--- src/rtl/tile_rom_arbiter_if.sv ---
// Tile ROM arbiter bus: requester handshake, ROM port and tagged return path.
// slave  = the arbiter's view; master = the requesters/ROM side.
interface tile_rom_arbiter_if #(
  parameter int ADDR_W    = 12,
  parameter int DATA_W    = 8,
  parameter int BURST_LEN = 16
);
  localparam int IDX_W  = $clog2(BURST_LEN);
  localparam int CODE_W = ADDR_W - IDX_W;

  // Requester side
  logic [1:0]        req;
  logic [CODE_W-1:0] tile_code0;
  logic [CODE_W-1:0] tile_code1;
  logic [1:0]        gnt;
  logic              busy;

  // Tile ROM port
  logic [ADDR_W-1:0] rom_addr;
  logic              rom_en;
  logic [DATA_W-1:0] rom_data;

  // Tagged return stream
  logic              rd_valid;
  logic [DATA_W-1:0] rd_data;
  logic              rd_owner;
  logic [IDX_W-1:0]  rd_idx;
  logic              rd_last;

  modport slave (
    input  req, tile_code0, tile_code1, rom_data,
    output gnt, busy, rom_addr, rom_en,
    output rd_valid, rd_data, rd_owner, rd_idx, rd_last
  );

  modport master (
    output req, tile_code0, tile_code1, rom_data,
    input  gnt, busy, rom_addr, rom_en,
    input  rd_valid, rd_data, rd_owner, rd_idx, rd_last
  );
endinterface

--- src/rtl/tile_rom_arbiter.sv ---
// Shares one single-port tile ROM between two tile fetchers. A requester asks
// for a whole tile by code; the winner (round-robin on contention) gets
// BURST_LEN consecutive reads, and every returned byte is tagged with owner,
// index and last flag so requesters keep no address counters of their own.
// The interface instance must be built with the same ADDR_W/DATA_W/BURST_LEN.
module tile_rom_arbiter #(
  parameter int ADDR_W    = 12,
  parameter int DATA_W    = 8,
  parameter int BURST_LEN = 16,
  parameter int RD_LAT    = 1
) (
  input  logic                clk,
  input  logic                rst_n,
  tile_rom_arbiter_if.slave   bus
);
  localparam int IDX_W  = $clog2(BURST_LEN);
  localparam int CODE_W = ADDR_W - IDX_W;
  // Return-pipe payload: {valid, owner, idx, last}
  localparam int PW     = IDX_W + 3;
  localparam logic [IDX_W-1:0] LAST_IDX = IDX_W'(BURST_LEN - 1);

  typedef enum logic {ST_IDLE, ST_BURST} state_t;

  state_t              state_reg, state_next;
  logic [IDX_W-1:0]    cnt_reg, cnt_next;
  logic                rr_ptr_reg, rr_ptr_next;
  logic                owner_reg, owner_next;
  logic [CODE_W-1:0]   code_reg, code_next;
  logic [RD_LAT*PW-1:0] pipe_reg, pipe_next;

  logic                winner;
  logic [1:0]          gnt_sig;
  logic                rom_en_sig;
  logic [PW-1:0]       pipe_src;
  logic [PW-1:0]       pipe_out;

  // State, counter, arbitration pointer, latched request and return pipe.
  always_ff @(posedge clk or negedge rst_n) begin
    if (!rst_n) begin
      state_reg  <= ST_IDLE;
      cnt_reg    <= '0;
      rr_ptr_reg <= 1'b0;
      owner_reg  <= 1'b0;
      code_reg   <= '0;
      pipe_reg   <= '0;
    end else begin
      state_reg  <= state_next;
      cnt_reg    <= cnt_next;
      rr_ptr_reg <= rr_ptr_next;
      owner_reg  <= owner_next;
      code_reg   <= code_next;
      pipe_reg   <= pipe_next;
    end
  end

  // Arbitration, burst sequencing and per-cycle burst outputs.
  // cnt holds at LAST_IDX after a burst so rom_addr keeps its last value in IDLE.
  always_comb begin
    state_next  = state_reg;
    cnt_next    = cnt_reg;
    rr_ptr_next = rr_ptr_reg;
    owner_next  = owner_reg;
    code_next   = code_reg;
    winner      = 1'b0;
    gnt_sig     = 2'b00;
    rom_en_sig  = 1'b0;
    case (state_reg)
      ST_IDLE: begin
        if (|bus.req) begin
          // Both asking: the pointer decides; otherwise the lone requester wins.
          winner      = (bus.req == 2'b11) ? rr_ptr_reg : bus.req[1];
          owner_next  = winner;
          code_next   = winner ? bus.tile_code1 : bus.tile_code0;
          cnt_next    = '0;
          rr_ptr_next = ~winner;
          state_next  = ST_BURST;
        end
      end
      ST_BURST: begin
        rom_en_sig = 1'b1;
        if (cnt_reg == '0) begin
          gnt_sig[owner_reg] = 1'b1;
        end
        if (cnt_reg == LAST_IDX) begin
          state_next = ST_IDLE;
        end else begin
          cnt_next = cnt_reg + IDX_W'(1);
        end
      end
      default: begin
        state_next = ST_IDLE;
      end
    endcase
  end

  // Tag accompanying each ROM access, delayed to line up with rom_data.
  assign pipe_src = {rom_en_sig, owner_reg, cnt_reg,
                     rom_en_sig & (cnt_reg == LAST_IDX)};

  genvar gi;
  generate
    for (gi = 0; gi < RD_LAT; gi++) begin : g_pipe
      if (gi == 0) begin : g_head
        assign pipe_next[gi*PW +: PW] = pipe_src;
      end else begin : g_tail
        assign pipe_next[gi*PW +: PW] = pipe_reg[(gi-1)*PW +: PW];
      end
    end
  endgenerate

  assign pipe_out = pipe_reg[(RD_LAT-1)*PW +: PW];

  // Burst-side outputs; the tile code sits above the byte counter, so the
  // counter can never carry into the code bits.
  assign bus.gnt      = gnt_sig;
  assign bus.busy     = rom_en_sig;
  assign bus.rom_en   = rom_en_sig;
  assign bus.rom_addr = {code_reg, cnt_reg};

  // Return path: tags from the pipe, data straight from the ROM.
  assign bus.rd_valid = pipe_out[PW-1];
  assign bus.rd_owner = pipe_out[PW-2];
  assign bus.rd_idx   = pipe_out[IDX_W:1];
  assign bus.rd_last  = pipe_out[0];
  assign bus.rd_data  = bus.rom_data;

endmodule

--- src/flat_wrapper.sv ---
// flat-port wrapper written by rule: the top's interface ports become plain ports
module tile_rom_arbiter_flat 
#(
  parameter int ADDR_W    = 12,
  parameter int DATA_W    = 8,
  parameter int BURST_LEN = 16,
  parameter int RD_LAT    = 1
)
  (clk, rst_n, bus_req, bus_tile_code0, bus_tile_code1, bus_rom_data, bus_gnt, bus_busy, bus_rom_addr, bus_rom_en, bus_rd_valid, bus_rd_data, bus_rd_owner, bus_rd_idx, bus_rd_last);
  tile_rom_arbiter_if #(.ADDR_W(ADDR_W), .DATA_W(DATA_W), .BURST_LEN(BURST_LEN)) bus_i ();
  input  logic clk;
  input  logic rst_n;
  input wire logic [$bits(bus_i.req)-1:0] bus_req;
  input wire logic [$bits(bus_i.tile_code0)-1:0] bus_tile_code0;
  input wire logic [$bits(bus_i.tile_code1)-1:0] bus_tile_code1;
  input wire logic [$bits(bus_i.rom_data)-1:0] bus_rom_data;
  output wire logic [$bits(bus_i.gnt)-1:0] bus_gnt;
  output wire logic [$bits(bus_i.busy)-1:0] bus_busy;
  output wire logic [$bits(bus_i.rom_addr)-1:0] bus_rom_addr;
  output wire logic [$bits(bus_i.rom_en)-1:0] bus_rom_en;
  output wire logic [$bits(bus_i.rd_valid)-1:0] bus_rd_valid;
  output wire logic [$bits(bus_i.rd_data)-1:0] bus_rd_data;
  output wire logic [$bits(bus_i.rd_owner)-1:0] bus_rd_owner;
  output wire logic [$bits(bus_i.rd_idx)-1:0] bus_rd_idx;
  output wire logic [$bits(bus_i.rd_last)-1:0] bus_rd_last;
  assign bus_i.req = bus_req;
  assign bus_i.tile_code0 = bus_tile_code0;
  assign bus_i.tile_code1 = bus_tile_code1;
  assign bus_i.rom_data = bus_rom_data;
  assign bus_gnt = bus_i.gnt;
  assign bus_busy = bus_i.busy;
  assign bus_rom_addr = bus_i.rom_addr;
  assign bus_rom_en = bus_i.rom_en;
  assign bus_rd_valid = bus_i.rd_valid;
  assign bus_rd_data = bus_i.rd_data;
  assign bus_rd_owner = bus_i.rd_owner;
  assign bus_rd_idx = bus_i.rd_idx;
  assign bus_rd_last = bus_i.rd_last;
  tile_rom_arbiter #(.ADDR_W(ADDR_W), .DATA_W(DATA_W), .BURST_LEN(BURST_LEN), .RD_LAT(RD_LAT)) u_core (.clk(clk), .rst_n(rst_n), .bus(bus_i));
endmodule
--- config.mk ---
export PLATFORM = sky130hd
export DESIGN_NAME = tile_rom_arbiter_flat
export DESIGN_NICKNAME = d
export VERILOG_FILES = /design/src/rtl/tile_rom_arbiter_if.sv /design/src/rtl/tile_rom_arbiter.sv /design/src/flat_wrapper.sv
export SDC_FILE = /design/constraint.sdc
export NUM_CORES = 1
export LEC_CHECK = 0
export CAP_MARGIN = 20
export CORE_UTILIZATION = 40
export CTS_CLUSTER_DIAMETER = 200
export DETAILED_ROUTE_END_ITERATION = 8
export PLACE_DENSITY_LB_ADDON = 0.05
export RECOVER_POWER = 25
export SYNTH_ARGS = -nofsm -noshare
export SYNTH_HDL_FRONTEND = slang
export SYNTH_SLANG_ARGS = --single-unit
--- constraint.sdc ---
create_clock -name clk -period 2.5 [get_ports clk]
set_input_delay 0.625 -clock clk [delete_from_list [all_inputs] [get_ports clk]]
set_output_delay 0.625 -clock clk [all_outputs]
set_load 0.02 [all_outputs]
Figure 1. Sequential cells grouped by signal name (run 1).
Bar = 20 um. Other sequential cells in the stronger gray, the rest of the logic in the fainter gray.
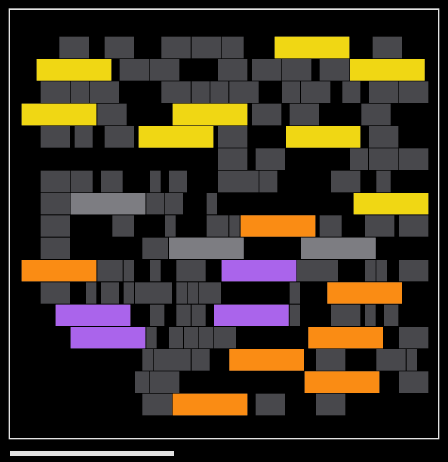
legend:
  u_core.cnt_reg:
    color: purple
    placed_flops: 4
  u_core.pipe_out:
    color: orange
    placed_flops: 7
  u_core.code_reg:
    color: yellow
    placed_flops: 8
not colored: 3

Figure 2. Selected gate families (run 1).
Bar = 20 um.
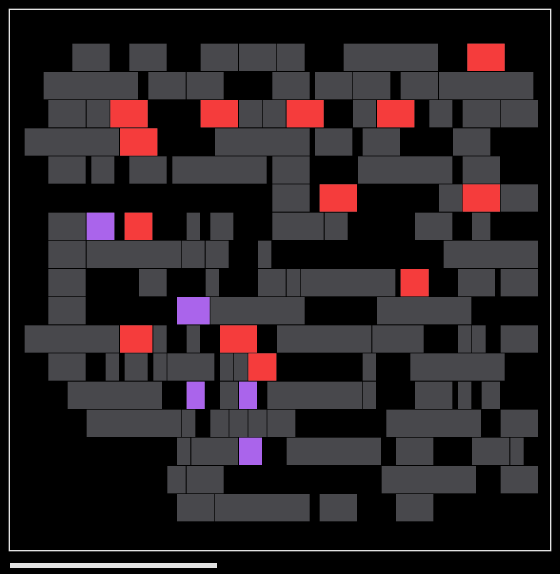
legend:
  AND-OR and OR-AND gates:
    color: red
    cells: 13
  inverting AOI/OAI gates:
    color: purple
    cells: 5

==> impl_table.tex, run 1 <==
% Implementation results table
\begin{tabular}{lr}
\hline
Metric & Value \\
\hline
\multicolumn{2}{l}{\textbf{Run status}} \\
Result of the run & finished, final reports clean \\
\multicolumn{2}{l}{\textbf{Final layout}} \\
Number of fill cells & 199 \\
Number of flip-flops under the largest register name & 8 \\
Multi-input logic portion of the cell area & 23.1\% \\
Combined area of the multi-input logic cells & 323 um\^{}2 \\
Area grow syn2layout & 39.0\% \\
Largest contributor to cell area by class & sequential cells \\
Final std cells w/o fill & 153 \\
Non-clock buffer total of the final layout & 49 \\
Design Area, Final & 1400 um\^{}2 \\
Multi-input combinational cell count & 46 \\
Net total in the final layout & 156 \\
Signal inverters & 4 \\
Antenna Diode Count & 0 \\
Sequential cell area share & 39.3\% \\
Commonest non-fill, non-tap cells in the layout & 39 x clkdlybuf4s50\_1, 22 x dfrtp\_1, 8 x and2\_1, 8 x a221o\_1, 6 x clkbuf\_1 \\
\multicolumn{2}{l}{\textbf{Logic synthesis}} \\
Number of enable flip-flop cells & 0 \\
Post-synth top area share & 54.7\% \\
Synthesized cell area & 1010 um\^{}2 \\
Area fraction in and, or, nand and nor cells & 14.3\% \\
Post-synthesis instance total & 88 \\
Yosys stat chip area & 1010 um\^{}2 \\
Cell count in the Yosys report & 88 \\
Flip-flop cell with the highest count after synthesis & dfrtp\_1 \\
Most repeated cell in the gate-level netlist after synthesis & dfrtp\_1 \\
Sequential cell area fraction in the yosys report & 54.7\% \\
Cell area leaders & dfrtp\_1 55\%, buf\_4 9.7\%, a221o\_1 8.0\% \\
Synthesized flop and latch total & 22 \\
Number of warnings reported in the yosys synthesis log & 0 \\
Count of distinct cell types in the synthesized netlist & 24 \\
\multicolumn{2}{l}{\textbf{Global routing}} \\
GRT met1 Usage & 24.4\% \\
Layer with the highest usage after global routing & met2 \\
Met2 routing resource usage after global routing & 25.6\% \\
Global Route Usage Sum & 17.6\% \\
Maximum number of pins on one net before global-route repair & 23 \\
Number of global-route vias before repair & 725 \\
\multicolumn{2}{l}{\textbf{Floorplan}} \\
Number of top-level design ports & 59 \\
Core area & 2300 um\^{}2 \\
Share of the core filled by cells before placement & 43.8\% \\
Area enclosed by the die boundary & 2720 um\^{}2 \\
Tap cell count & 28 \\
Std cell rows & 17 \\
Die H & 52.2 um \\
Die extent in x & 52.2 um \\
\multicolumn{2}{l}{\textbf{Pwr}} \\
Switching Fraction & 37.7\% \\
Switching component of the power & 0.677 mW \\
Power per cell area & 1280 nW/um\^{}2 \\
Comb power & 1.01 mW \\
Worst vdd rail ir drop & 0.750 mV \\
Gate power share & 56.1\% \\
\multicolumn{2}{l}{\textbf{Critical path}} \\
Setup slack of the most critical reg-to-reg path & 890 ps \\
Crit Path Category & reg2out \\
Largest stage delay, worst path & 690 ps \\
Reg-to-reg critical path endpoint & u\_core.code\_reg[5]\$\_DFFE\_PN0P\_ \\
Worst-case reg-to-reg path depth & 5 \\
Critical Path Stages & 2 \\
Worst R2R Start & u\_core.state\_reg\$\_DFF\_PN0\_ \\
Cell class contributing the biggest share of worst-path delay & buffers and inverters \\
CP max stage cell & clkdlybuf4s50\_1 \\
Worst endpoint required time & 1880 ps \\
Buffers plus inverters on the worst setup path & 2 \\
\multicolumn{2}{l}{\textbf{Worst hold path}} \\
Hold Path Depth & 0 \\
\multicolumn{2}{l}{\textbf{Place}} \\
Gp weighted congestion & 0.756 \\
Count of placed standard cells including taps & 149 \\
HPWL after detailed placement & 1.52 mm \\
\multicolumn{2}{l}{\textbf{Final timing}} \\
Setup Total Neg Slack & 0 ps \\
RSZ-0062 raised after global routing & no \\
Final Slew Violations & 0 \\
Fmax & 426 MHz \\
Final tally of hold violations & 0 \\
\multicolumn{2}{l}{\textbf{Clock network}} \\
H-tree level count & 1 \\
Deepest clock path buffer count & 2 \\
\multicolumn{2}{l}{\textbf{Routing}} \\
First DRT Iteration DRCs & 24 \\
Met1 Routed Length & 975 um \\
Count of antenna-violating nets left after detailed routing & 0 \\
Via Count & 789 \\
\hline
\end{tabular}
Figure 3. Metal layers overlaid (run 1).
Two of the layers only.
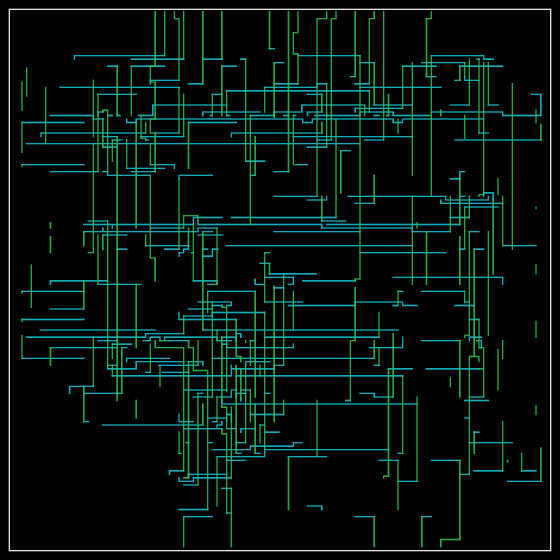
legend:
  met2:
    color: green
    wire_length: 974 um
  met1:
    color: cyan
    wire_length: 976 um

Figure 4. Clock nets (run 1).
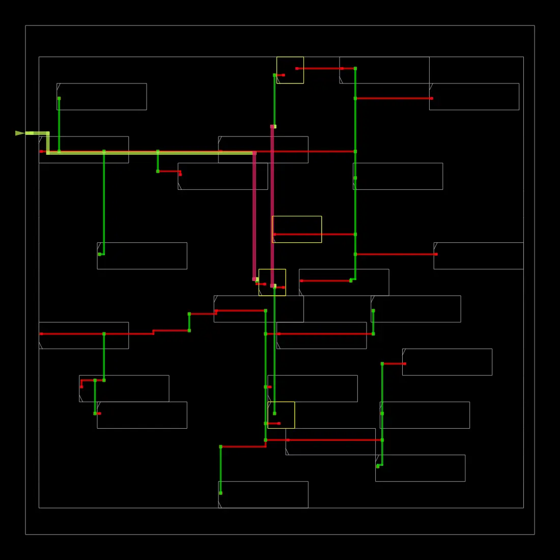
number of sequential storage elements: 22
clock latency on the worst-skew pair: 310 ps
count of clock-net buffers in the final layout: 4
TritonCTS Sinks: 22
total clock network power: 0.196 mW

==> inputs of run 2 (changes only) <==
- HOLD_SLACK_MARGIN: default -> 0.03
- SLEW_MARGIN: default -> 40
Figure 5. Sequential cells grouped by signal name (run 2).
Bar = 20 um. Other sequential cells in the stronger gray, the rest of the logic in the fainter gray.
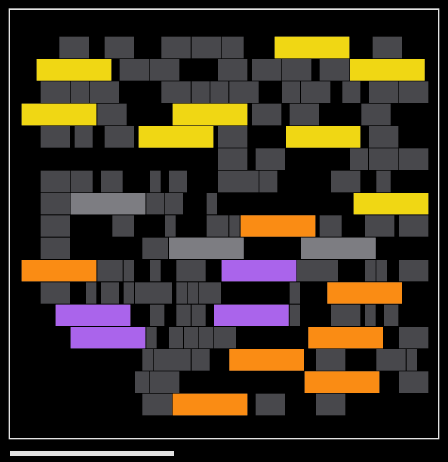
legend:
  u_core.cnt_reg:
    color: purple
    placed_flops: 4
  u_core.pipe_out:
    color: orange
    placed_flops: 7
  u_core.code_reg:
    color: yellow
    placed_flops: 8
not colored: 3

Figure 6. Metal layers overlaid (run 2).
Two of the layers only.
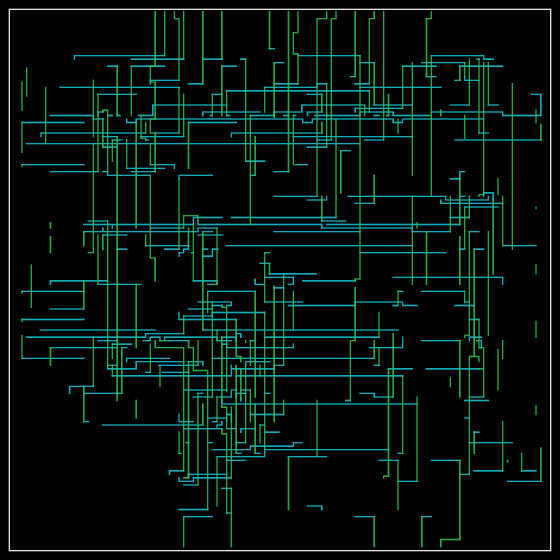
legend:
  met2:
    color: green
    wire_length: 974 um
  met1:
    color: cyan
    wire_length: 976 um

Figure 7. Clock nets (run 2).
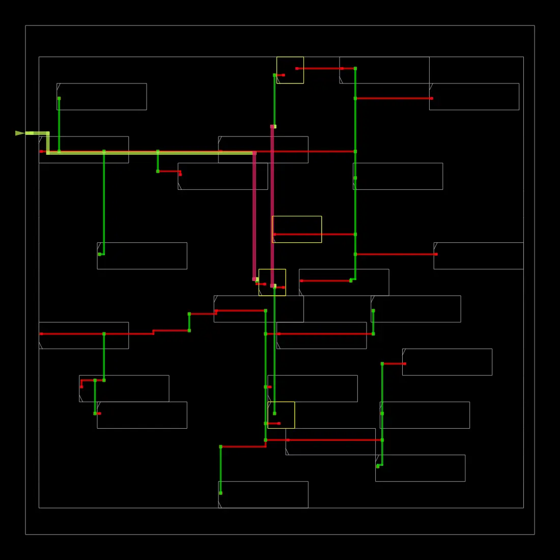
number of buffers created by CTS: 3
skew final: 2.52 ps

==> run 2 against run 1 <==
Combinational power about the same. Die size unchanged. Via count did not move. Design area stayed put. Total power unchanged. Final cell count unchanged. Sequential share of layout area is the same. Worst hold slack stayed put. Largest cell class unchanged. Largest power group unchanged. Clock skew unchanged. Register-to-register slack about the same. Clock power about the same.
==> impl_table.tex, run 2 <==
% Implementation results table
\begin{tabular}{lr}
\hline
Metric & Value \\
\hline
\multicolumn{2}{l}{\textbf{Global routing}} \\
Met2 routing resource usage after global routing & 25.6\% \\
Global Route Usage Sum & 17.6\% \\
Number of global-route vias before repair & 725 \\
Maximum number of pins on one net before global-route repair & 23 \\
GRT met1 Usage & 24.4\% \\
\multicolumn{2}{l}{\textbf{Pwr}} \\
Worst vdd rail ir drop & 0.750 mV \\
Total clock network power & 0.196 mW \\
Switching component of the power & 0.677 mW \\
Gate power share & 56.1\% \\
Switching Fraction & 37.7\% \\
Power per cell area & 1280 nW/um\^{}2 \\
Pwr top & combinational cells \\
Comb power & 1.01 mW \\
\multicolumn{2}{l}{\textbf{Floorplan}} \\
Number of top-level design ports & 59 \\
Die H & 52.2 um \\
Area enclosed by the die boundary & 2720 um\^{}2 \\
Tap cell count & 28 \\
Std cell rows & 17 \\
Die extent in x & 52.2 um \\
Share of the core filled by cells before placement & 43.8\% \\
Core area & 2300 um\^{}2 \\
\multicolumn{2}{l}{\textbf{Routing}} \\
Count of antenna-violating nets left after detailed routing & 0 \\
Via Count & 789 \\
Number of iterations in the first detailed-routing pass & 4 \\
Top layer in use & met4 \\
Met1 Routed Length & 975 um \\
Routed wire per std cell & 13.9 um \\
First DRT Iteration DRCs & 24 \\
Per-cell via count in the routed design & 5.16 \\
\multicolumn{2}{l}{\textbf{Logic synthesis}} \\
Count of distinct cell types in the synthesized netlist & 24 \\
Yosys stat chip area & 1010 um\^{}2 \\
Cell area leaders & dfrtp\_1 55\%, buf\_4 9.7\%, a221o\_1 8.0\% \\
Most repeated cell in the gate-level netlist after synthesis & dfrtp\_1 \\
Sequential cell area fraction in the yosys report & 54.7\% \\
Post-synth top area share & 54.7\% \\
Top cells by instance count after synthesis & 22 x dfrtp\_1, 13 x buf\_4, 8 x a221o\_1, 8 x and2\_1 \\
Flip-flop cell with the highest count after synthesis & dfrtp\_1 \\
Number of warnings reported in the yosys synthesis log & 0 \\
Compound-Gate Fraction of Synth Area & 15.3\% \\
Synthesized flop and latch total & 22 \\
Post-synthesis instance total & 88 \\
Synthesized cell area & 1010 um\^{}2 \\
Area fraction in and, or, nand and nor cells & 14.3\% \\
Xor/xnor share & 0\% \\
Cell count in the Yosys report & 88 \\
Number of enable flip-flop cells & 0 \\
\multicolumn{2}{l}{\textbf{Final layout}} \\
Multi-input logic portion of the cell area & 23.1\% \\
Number of fill cells & 199 \\
Number of sequential storage elements & 22 \\
Combined area of the multi-input logic cells & 323 um\^{}2 \\
Sequential cell area share & 39.3\% \\
Design Area, Final & 1400 um\^{}2 \\
Net total in the final layout & 156 \\
Signal inverters & 4 \\
Commonest non-fill, non-tap cells in the layout & 39 x clkdlybuf4s50\_1, 22 x dfrtp\_1, 8 x and2\_1, 8 x a221o\_1, 6 x clkbuf\_1 \\
Largest contributor to cell area by class & sequential cells \\
Non-clock buffer total of the final layout & 49 \\
Multi-input combinational cell count & 46 \\
Count of clock-net buffers in the final layout & 4 \\
Data-path buffer share of cell area in the final layout & 31.5\% \\
Number of flip-flops under the largest register name & 8 \\
Final std cells w/o fill & 153 \\
Antenna Diode Count & 0 \\
Area grow syn2layout & 39.0\% \\
\multicolumn{2}{l}{\textbf{Place}} \\
Count of placed standard cells including taps & 149 \\
HPWL after detailed placement & 1.52 mm \\
Gp weighted congestion & 0.756 \\
\multicolumn{2}{l}{\textbf{Clock network}} \\
Resize count post-CTS & 3 \\
Clock latency on the worst-skew pair & 310 ps \\
Deepest clock path buffer count & 2 \\
TritonCTS Sinks & 22 \\
H-tree level count & 1 \\
\multicolumn{2}{l}{\textbf{Final timing}} \\
Fmax & 426 MHz \\
RSZ-0062 raised after global routing & no \\
Setup Total Neg Slack & 0 ps \\
Final Slew Violations & 0 \\
Final tally of hold violations & 0 \\
\multicolumn{2}{l}{\textbf{Worst hold path}} \\
Hold Path Depth & 0 \\
\multicolumn{2}{l}{\textbf{Critical path}} \\
Setup slack of the most critical reg-to-reg path & 890 ps \\
CP max stage cell & clkdlybuf4s50\_1 \\
Worst-case reg-to-reg path depth & 5 \\
Reg-to-reg critical path endpoint & u\_core.code\_reg[5]\$\_DFFE\_PN0P\_ \\
Data arrival at the endpoint of the critical path & 1730 ps \\
Worst endpoint required time & 1880 ps \\
Cell class contributing the biggest share of worst-path delay & buffers and inverters \\
Crit Path Category & reg2out \\
Critical Path Stages & 2 \\
Buffers plus inverters on the worst setup path & 2 \\
Largest stage delay, worst path & 690 ps \\
\multicolumn{2}{l}{\textbf{Job}} \\
Reported max-cap violation count & 0 \\
\multicolumn{2}{l}{\textbf{Run status}} \\
Result of the run & finished, final reports clean \\
\hline
\end{tabular}
Power is estimated from default activity; no workload was simulated.
